**config.mk**
```make
export PLATFORM = sky130hd
export DESIGN_NAME = keynsham_spislave
export DESIGN_NICKNAME = d
export VERILOG_FILES = /design/src/rtl/keynsham_spislave_pkg.sv /design/src/rtl/keynsham_spislave_fifo.sv /design/src/rtl/keynsham_spislave.sv
export SDC_FILE = /design/constraint.sdc
export NUM_CORES = 1
export LEC_CHECK = 0
export ABC_AREA = 1
export CORE_MARGIN = 5
export CORE_UTILIZATION = 56
export DETAILED_ROUTE_END_ITERATION = 8
export GPL_TIMING_DRIVEN = 0
export PLACE_DENSITY = 0.89
export SYNTH_ARGS = -nofsm -noshare
export SYNTH_HDL_FRONTEND = slang
export SYNTH_HIERARCHICAL = 1
export SYNTH_SLANG_ARGS = --single-unit
export TNS_END_PERCENT = 30
```
**constraint.sdc**
```tcl
create_clock -name clk -period 4.44 [get_ports clk]
set_input_delay 0.888 -clock clk [delete_from_list [all_inputs] [get_ports clk]]
set_output_delay 0.888 -clock clk [all_outputs]
set_load 0.02 [all_outputs]
```
**src/rtl/keynsham_spislave_pkg.sv**
```systemverilog
// Shared definitions for the keynsham SPI responder: register offsets,
// STATUS/CTRL bit positions and the shifter state encoding.
package keynsham_spislave_pkg;

    localparam logic [1:0] REG_RXDATA = 2'd0;
    localparam logic [1:0] REG_TXDATA = 2'd1;
    localparam logic [1:0] REG_STATUS = 2'd2;
    localparam logic [1:0] REG_CTRL   = 2'd3;

    localparam int ST_RX_NOT_EMPTY = 0;
    localparam int ST_TX_NOT_FULL  = 1;
    localparam int ST_RX_OVERFLOW  = 2;
    localparam int ST_TX_UNDERFLOW = 3;
    localparam int ST_SELECTED     = 4;
    localparam int ST_RX_COUNT     = 8;
    localparam int ST_TX_COUNT     = 16;

    localparam int CTRL_CLR_RX_OVF = 0;
    localparam int CTRL_CLR_TX_UNF = 1;
    localparam int CTRL_FLUSH      = 2;

    typedef enum logic [1:0] {
        S_IDLE  = 2'd0,
        S_LOAD  = 2'd1,
        S_SHIFT = 2'd2
    } shift_state_t;

endpackage

```
**src/rtl/keynsham_spislave_fifo.sv**
```systemverilog
// Small synchronous FIFO with wrap-bit pointers; flush overrides push/pop.
// A push into a full FIFO is accepted only when a pop happens in the same cycle.
module keynsham_spislave_fifo #(
    parameter int WIDTH = 8,
    parameter int DEPTH = 4
) (
    input  logic                       clk,
    input  logic                       rst_n,
    input  logic                       push,
    input  logic                       pop,
    input  logic                       flush,
    input  logic [WIDTH-1:0]           data_in,
    output logic                       full,
    output logic                       empty,
    output logic [$clog2(DEPTH):0]     count,
    output logic [WIDTH-1:0]           head
);
    localparam int AW = $clog2(DEPTH);

    logic [WIDTH-1:0] mem [DEPTH];
    logic [AW:0]      wr_ptr;
    logic [AW:0]      rd_ptr;
    logic             do_push;
    logic             do_pop;

    assign count   = wr_ptr - rd_ptr;
    assign empty   = (wr_ptr == rd_ptr);
    assign full    = (count == (AW+1)'(DEPTH));
    assign head    = mem[rd_ptr[AW-1:0]];
    assign do_pop  = pop && !empty;
    assign do_push = push && (!full || pop);

    always_ff @(posedge clk or negedge rst_n) begin
        if (!rst_n) begin
            wr_ptr <= '0;
            rd_ptr <= '0;
        end else if (flush) begin
            wr_ptr <= '0;
            rd_ptr <= '0;
        end else begin
            if (do_push) wr_ptr <= wr_ptr + 1'b1;
            if (do_pop)  rd_ptr <= rd_ptr + 1'b1;
        end
    end

    always_ff @(posedge clk) begin
        if (do_push && !flush) mem[wr_ptr[AW-1:0]] <= data_in;
    end

endmodule

```
**src/rtl/keynsham_spislave.sv**
```systemverilog
// SPI mode-0 responder with RX/TX byte FIFOs behind a four-word bus window.
// Pins are synchronised into clk; the shifter runs entirely on synchronised edges.
module keynsham_spislave #(
    parameter logic [31:0] bus_address = 32'h0,
    parameter logic [31:0] bus_size    = 32'h10,
    parameter int          fifo_depth  = 4
) (
    input  logic        clk,
    input  logic        rst_n,
    input  logic        bus_access,
    output logic        bus_cs,
    input  logic [29:0] bus_addr,
    input  logic [31:0] bus_wr_val,
    input  logic        bus_wr_en,
    input  logic [3:0]  bus_bytesel,
    output logic        bus_ack,
    output logic        bus_error,
    output logic [31:0] bus_data,
    input  logic        sclk,
    input  logic        mosi,
    input  logic        ncs,
    output logic        miso
);
    import keynsham_spislave_pkg::*;

    localparam int          CW         = $clog2(fifo_depth) + 1;
    localparam logic [29:0] BASE_WORD  = bus_address[31:2];
    localparam logic [29:0] SIZE_WORDS = bus_size[31:2];

    logic [29:0]  word_off;
    logic [1:0]   reg_sel;
    logic         hit, ctrl_wr, flush;
    logic [1:0]   sclk_sync, mosi_sync, ncs_sync;
    logic         sclk_d, sclk_s, mosi_s, ncs_s, sclk_rise, sclk_fall;
    shift_state_t state, state_next;
    logic         load_tx, start, shift_in, shift_out, byte_done;
    logic [2:0]   bit_cnt;
    logic [7:0]   tx_sh, rx_sh, tx_byte, rx_byte;
    logic         rx_pop, rx_full, rx_empty, tx_push, tx_full, tx_empty;
    logic [CW-1:0] rx_count, tx_count;
    logic [7:0]   rx_head, tx_head;
    logic         rx_ovf, tx_unf;
    logic [31:0]  status, rd_mux;
    logic         unused_bits;

    assign word_off    = bus_addr - BASE_WORD;
    assign bus_cs      = (word_off < SIZE_WORDS);
    assign reg_sel     = word_off[1:0];
    assign hit         = bus_access && bus_cs;
    assign rx_pop      = hit && !bus_wr_en && (reg_sel == REG_RXDATA);
    assign tx_push     = hit && bus_wr_en && (reg_sel == REG_TXDATA) && bus_bytesel[0];
    assign ctrl_wr     = hit && bus_wr_en && (reg_sel == REG_CTRL) && bus_bytesel[0];
    assign flush       = ctrl_wr && bus_wr_val[CTRL_FLUSH];
    assign unused_bits = ^{bus_wr_val[31:8], bus_bytesel[3:1]};

    always_ff @(posedge clk or negedge rst_n) begin
        if (!rst_n) begin
            sclk_sync <= 2'b00;
            mosi_sync <= 2'b00;
            ncs_sync  <= 2'b11;
            sclk_d    <= 1'b0;
        end else begin
            sclk_sync <= {sclk_sync[0], sclk};
            mosi_sync <= {mosi_sync[0], mosi};
            ncs_sync  <= {ncs_sync[0], ncs};
            sclk_d    <= sclk_sync[1];
        end
    end

    assign sclk_s    = sclk_sync[1];
    assign mosi_s    = mosi_sync[1];
    assign ncs_s     = ncs_sync[1];
    assign sclk_rise = sclk_s && !sclk_d;
    assign sclk_fall = !sclk_s && sclk_d;
    assign tx_byte   = tx_empty ? 8'h00 : tx_head;
    assign rx_byte   = {rx_sh[6:0], mosi_s};

    keynsham_spislave_fifo #(.WIDTH(8), .DEPTH(fifo_depth)) u_rx_fifo (
        .clk(clk), .rst_n(rst_n), .push(byte_done), .pop(rx_pop), .flush(flush),
        .data_in(rx_byte), .full(rx_full), .empty(rx_empty), .count(rx_count), .head(rx_head)
    );

    keynsham_spislave_fifo #(.WIDTH(8), .DEPTH(fifo_depth)) u_tx_fifo (
        .clk(clk), .rst_n(rst_n), .push(tx_push), .pop(load_tx), .flush(flush),
        .data_in(bus_wr_val[7:0]), .full(tx_full), .empty(tx_empty), .count(tx_count), .head(tx_head)
    );

    // LOAD holds a reloaded byte whose bit 7 is presented on the next sclk fall.
    always_comb begin
        state_next = state;
        load_tx    = 1'b0;
        start      = 1'b0;
        shift_in   = 1'b0;
        shift_out  = 1'b0;
        byte_done  = 1'b0;
        case (state)
            S_IDLE: begin
                if (!ncs_s) begin
                    load_tx    = 1'b1;
                    start      = 1'b1;
                    state_next = S_SHIFT;
                end
            end
            S_LOAD: begin
                if (ncs_s) begin
                    state_next = S_IDLE;
                end else if (sclk_fall) begin
                    shift_out  = 1'b1;
                    state_next = S_SHIFT;
                end
            end
            S_SHIFT: begin
                if (ncs_s) begin
                    state_next = S_IDLE;
                end else if (sclk_rise) begin
                    shift_in = 1'b1;
                    if (bit_cnt == 3'd7) begin
                        byte_done  = 1'b1;
                        load_tx    = 1'b1;
                        state_next = S_LOAD;
                    end
                end else if (sclk_fall) begin
                    shift_out = 1'b1;
                end
            end
            default: state_next = S_IDLE;
        endcase
    end

    always_ff @(posedge clk or negedge rst_n) begin
        if (!rst_n) begin
            state   <= S_IDLE;
            miso    <= 1'b0;
            bit_cnt <= 3'd0;
        end else begin
            state <= state_next;
            if (state_next == S_IDLE) begin
                miso    <= 1'b0;
                bit_cnt <= 3'd0;
            end else begin
                if (start)          miso <= tx_byte[7];
                else if (shift_out) miso <= tx_sh[7];
                if (shift_in) bit_cnt <= bit_cnt + 3'd1;
            end
        end
    end

    always_ff @(posedge clk) begin
        if (start)          tx_sh <= {tx_byte[6:0], 1'b0};
        else if (load_tx)   tx_sh <= tx_byte;
        else if (shift_out) tx_sh <= {tx_sh[6:0], 1'b0};
        if (shift_in) rx_sh <= rx_byte;
    end

    // Set has priority over a same-cycle clear.
    always_ff @(posedge clk or negedge rst_n) begin
        if (!rst_n) begin
            rx_ovf <= 1'b0;
            tx_unf <= 1'b0;
        end else begin
            if (byte_done && rx_full && !rx_pop && !flush)         rx_ovf <= 1'b1;
            else if (ctrl_wr && bus_wr_val[CTRL_CLR_RX_OVF])       rx_ovf <= 1'b0;
            if (load_tx && tx_empty)                               tx_unf <= 1'b1;
            else if (ctrl_wr && bus_wr_val[CTRL_CLR_TX_UNF])       tx_unf <= 1'b0;
        end
    end

    always_comb begin
        status                       = '0;
        status[ST_RX_NOT_EMPTY]      = !rx_empty;
        status[ST_TX_NOT_FULL]       = !tx_full;
        status[ST_RX_OVERFLOW]       = rx_ovf;
        status[ST_TX_UNDERFLOW]      = tx_unf;
        status[ST_SELECTED]          = (state != S_IDLE);
        status[ST_RX_COUNT +: 4]     = 4'(rx_count);
        status[ST_TX_COUNT +: 4]     = 4'(tx_count);
        rd_mux = '0;
        case (reg_sel)
            REG_RXDATA: rd_mux = {24'h0, rx_empty ? 8'h00 : rx_head};
            REG_STATUS: rd_mux = status;
            default:    rd_mux = '0;
        endcase
    end

    always_ff @(posedge clk or negedge rst_n) begin
        if (!rst_n) begin
            bus_ack   <= 1'b0;
            bus_error <= 1'b0;
            bus_data  <= '0;
        end else begin
            bus_ack   <= hit;
            bus_error <= tx_push && tx_full && !load_tx && !flush;
            bus_data  <= (hit && !bus_wr_en) ? rd_mux : 32'h0;
        end
    end

endmodule

```
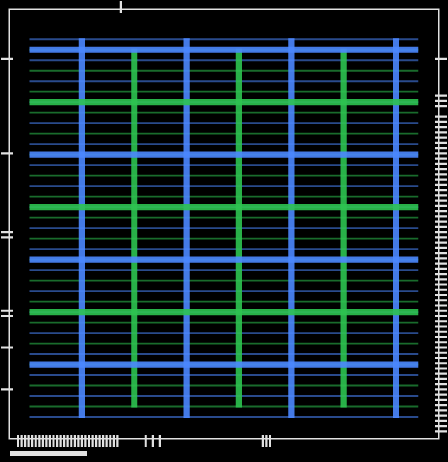
**Above:** run 1 (supply network).
Bar = 20 µm. Pins as bars on the die edge.
[VSS] blue
[VDD] green
rows: 36
met5 straps: 7
met4 straps: 7
signal pins: 109

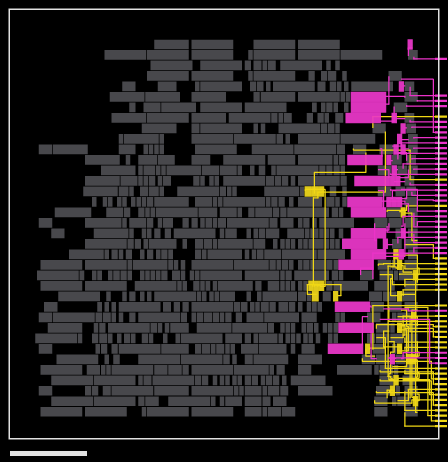
**Above:** run 1 (port wiring).
Bar = 20 µm.
[bus_addr] yellow | bits: 30 | direction: input | end cells: 22 | buffers: 30 | wire: 882 µm
[bus_data] magenta | bits: 32 | direction: output | end cells: 32 | buffers: 32 | wire: 460 µm
boundary pin count: 109
IO Port Bufs: 63

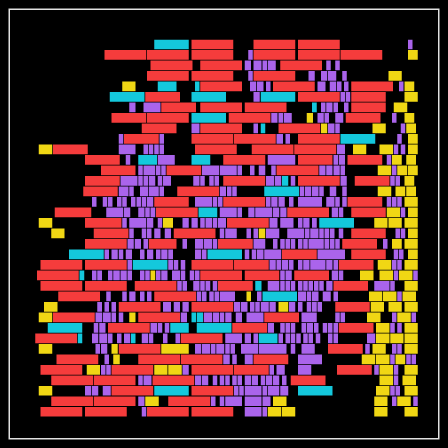
**Above:** run 1 (cells coloured by class).
[flops] red | cells: 122 | share of their area: 50%
[clock drivers and dummy loads] cyan | cells: 32 | share of their area: 7.6%
[other buffers and delay cells] yellow | cells: 91 | share of their area: 12%
[combinational and other logic] purple | cells: 425 | share of their area: 31%

## run 1: synthesized netlist by cell type, drive strengths merged
cell     n
a21oi    7
o211ai   2
nand3   40
dfstp    2
edfxtp  78
and2     1
nor3     1
dfrtp   41
fa       2
conb     1
dfxtp    1
clkbuf   3
xor2     5
nand2   82
ha      20
inv     77
nor2    88
o21ai   53
buf     24
nor4     1
nand4    9
o22ai   17
clkinv   2
## run 1: report_power, final
group	internal [mW]	switching, mW
logic	0.0953	0.154
registers	1.26	0.0183
clock network	0.757	0.458
total	2.11	0.630
## run 1: cell families after synthesis
family                     after synthesis
AOI/OAI and AO/OA                       79
and+or+nand+nor                        222
DFF                                    122
other                                    1
xor gates and xnor gates                 5
adders and majority gates               22
buffers and inverters                  106
==> results_slide.txt, run 1 <==
Key Metrics from the Run

Pwr
  • Power per Cell Area: 385.8 nW/µm²
  • P_leak: 3.069 nW
  • Tot Pwr: 2.741 mW

Floorplanning
  • Core ar.: 9864 µm²
  • Tapcells: 133
  • Starting density of the core: 0.5784

Global routing
  • GRT Util Overall: 0.2187
  • Largest net degree at the start of global routing: 29
  • Congestion Overflow GR: 0
  • Global routing usage on met1: 0.2427
  • First-pass GRT wire length: 21.16 mm

Setup path
  • FF-to-FF Start: state[1]
  • CP Capture Point: bus_cs
  • Worst path arrival time: 2570 ps

Clock network
  • TritonCTS Buffers: 17
  • H-tree levels: 4
  • Clk sinks: 122
  • Setup Buffers After CTS: 0

Place
  • Area after DPL: 6581 µm²
  • Placer congestion estimate: 0.9130
  • Inst Count DP: 771

Layout
  • Storage element area: 3441 µm²
  • Top cells excl fill/tap: nor2_1 (85), edfxtp_1 (78), inv_1 (74), nand2_1 (73), clkdlybuf4s50_1 (62)
  • Comb area share: 0.2603
  • Seq/total area: 0.4842
  • Fillers: 636
  • Signal buffers: 91
  • Top cell excl fill/tap: nor2_1
  • Clock network share of area: 0.07378
  • ANT cells: 0
  • Logic area: 1849 µm²

STA
  • Final min period: 3461 ps
  • Max Slew Vio Count: 0
  • Clock Skew: 7.486 ps
  • Setup ws final: 979.1 ps

Routing
  • DRC Markers: 0
  • Overall routed net length: 13.13 mm
  • Number of vias per cell: 5.466
  • Initial DRC Count: 360
  • Met1 Routed Length: 4.890 mm
  • Routed wl met2: 6.509 mm
  • Post-route ant nets: 0

Flow run
  • Tool warnings: 64

Synth
  • Area fraction in compound gates: 0.07390
  • YS chip area: 5705 µm²
  • Xor/xnor share: 0.007675
  • Ys flops: 122

Outcome
  • Status: finished clean
**Run 1: placement density heat map**

Bar = 20 µm. The die is cut into 11 by 11 equal tiles; black is low, pale yellow is high, 0 to 100% covered.
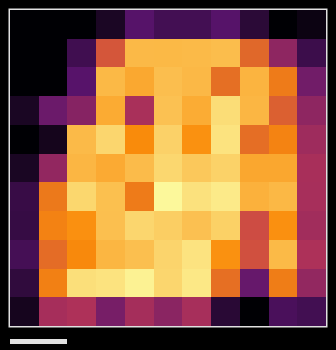

==> inputs of run 2 (changes only) <==
--- a/config.mk
+++ b/config.mk
@@ -7,10 +7,10 @@
 export LEC_CHECK = 0
 export ABC_AREA = 1
 export CORE_MARGIN = 5
-export CORE_UTILIZATION = 56
+export CORE_UTILIZATION = 47
 export DETAILED_ROUTE_END_ITERATION = 8
 export GPL_TIMING_DRIVEN = 0
-export PLACE_DENSITY = 0.89
+export PLACE_DENSITY = 0.8
 export SYNTH_ARGS = -nofsm -noshare
 export SYNTH_HDL_FRONTEND = slang
 export SYNTH_HIERARCHICAL = 1
==> constraint.sdc (replaced) <==
create_clock -name clk -period 3.14 [get_ports clk]
set_input_delay 0.628 -clock clk [delete_from_list [all_inputs] [get_ports clk]]
set_output_delay 0.628 -clock clk [all_outputs]
set_load 0.02 [all_outputs]
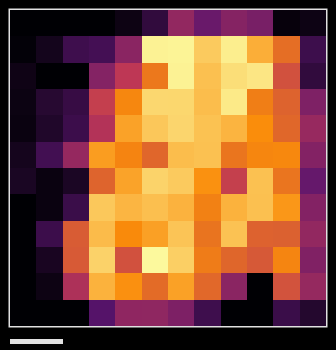
**Above:** run 2 (placement density heat map).
Bar = 20 µm. The die is cut into 12 by 12 equal tiles; black is low, pale yellow is high, 0 to 100% covered.
nearly empty tiles: 13%
emptiest ninth of the die: north-west
densest ninth of the die: centre
tiles over 75% full: 31%
fullest tile: 99%

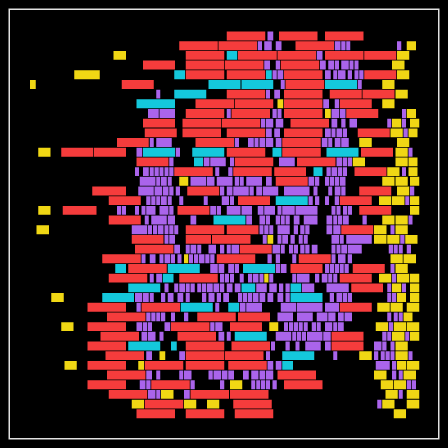
**Above:** run 2 (cells coloured by class).
[other buffers and delay cells] yellow | cells: 91 | share of their area: 12%
[combinational and other logic] purple | cells: 425 | share of their area: 31%
[clock drivers and dummy loads] cyan | cells: 32 | share of their area: 8.4%
[flops] red | cells: 122 | share of their area: 49%

==> results_slide.txt, run 2 <==
Key Metrics from the Run

Outcome
  • Status: finished clean

Setup path
  • Worst path cell trace: clkdlybuf4s50_1 -> nor2_1 -> nand2_1 -> nor2_1 -> nand2_1 -> nor2_4 -> nand3_1 -> nor2_1 -> nand3_1 -> nor2_1
  • Worst path arrival time: 3050 ps
  • FF-to-FF Start: state[1]
  • CP Capture Point: u_tx_fifo/mem[3][6]
  • Critical path's slowest cell: nor2_1

Layout
  • Clock network share of area: 0.08150
  • Storage element area: 3441 µm²
  • Top cells excl fill/tap: nor2_1 (85), edfxtp_1 (78), inv_1 (74), nand2_1 (73), clkdlybuf4s50_1 (62)
  • Final std cells w/o fill: 817
  • Inverter count: 79
  • Fin util: 0.6006
  • Fillers: 912
  • Signal buffers: 91
  • Seq/total area: 0.4789
  • Comb area share: 0.2574
  • Logic Gate Count: 346
  • Share of layout cells above drive strength 1: 0.1224
  • ANT cells: 0
  • Logic area: 1849 µm²
  • Top cell excl fill/tap: nor2_1

Pwr
  • Logic pwr share: 0.086
  • Sequential logic power: 1.80 mW
  • Flop pwr share: 0.448
  • Top contributor to total power: clock
  • Sw frac: 0.2386
  • P_leak: 3.090 nW
  • Clock power frac: 0.466
  • Logic power comb: 0.345 mW
  • Pint: 3.064 mW
  • Peak supply drop: 0.0002721 V
  • P_clk: 1.87 mW
  • Tot Pwr: 4.024 mW
  • NetSw: 0.9601 mW
  • Power per Cell Area: 560.1 nW/µm²

Flow run
  • Tool warnings: 65
  • Max-Cap Viols: 0

Synth
  • Ys async rst share: 0.3525
  • Most frequent cells after synthesis: nor2_1 (85), edfxtp_1 (78), inv_1 (74), nand2_1 (73), o21ai_0 (53)
  • Yosys Instances: 557
  • Synth cell types: 33
  • Ys flops: 122
  • YS chip area: 5705 µm²
  • Synth top cell by count: nor2_1
  • Main flop type: edfxtp_1
  • Number of enable flip-flop cells: 78

Clock network
  • Clock transition at path regs: 50 ps
  • TritonCTS Buffers: 17
  • Setup Buffers After CTS: 0
  • Clock Path Buffers: 2
  • Clk latency late pin: 410 ps
  • H-tree levels: 4
  • Clk sinks: 122

Routing
  • Initial DRC Count: 365
  • Overall routed net length: 12.30 mm
  • DRC Markers: 0
  • Number of vias per cell: 5.111
  • Post-route ant nets: 0

Floorplanning
  • # rows: 40
  • Boundary pin count: 109
  • Core ar.: 11960 µm²
  • Tapcells: 147
  • Starting density of the core: 0.4770

Place
  • Inst Count DP: 785
  • Pre-CTS setup slack: -385.2 ps
  • Area after DPL: 6599 µm²
  • Placer congestion estimate: 0.8042
  • IO Port Bufs: 63

STA
  • Setup ws final: 123.1 ps
  • Clock Skew: 9.061 ps
  • Max Slew Vio Count: 0
  • Final min period: 3017 ps
  • Worst rel slew slack: 0.4187
  • Final Setup Violations: 0

Global routing
  • First-pass GRT wire length: 20.43 mm
  • GRT Util Overall: 0.1795
  • Largest net degree at the start of global routing: 42
  • Congestion Overflow GR: 0
## run 2: cell counts after synthesis
No cell type changed its count.
## run 2: cell families after synthesis
logic type | share of synthesized area
buf+inv | 0.08399
flops | 0.6031
compound gates | 0.07390
xor+xnor | 0.007675
other cells | 0.0006573
simple gates | 0.1798
fa+ha+maj | 0.05088
## run 2: layer usage
layer  part of all wire  GRT usage  routed length (µm)  vias up
li1                   -          -                   -     2023
met1               0.40     0.2115                4964     1975
met2               0.50     0.3154                6203      168
met3              0.082    0.05519                1005       10
met4              0.010    0.05369                 125        0
met5                  0          0                   0        -
## run 2: critical path: cells and delay by family
kind | cells | cell delay [ps]
buf+inv | 1 | 400
simple gates | 9 | 2020
Power and IR drop assume default switching activity.
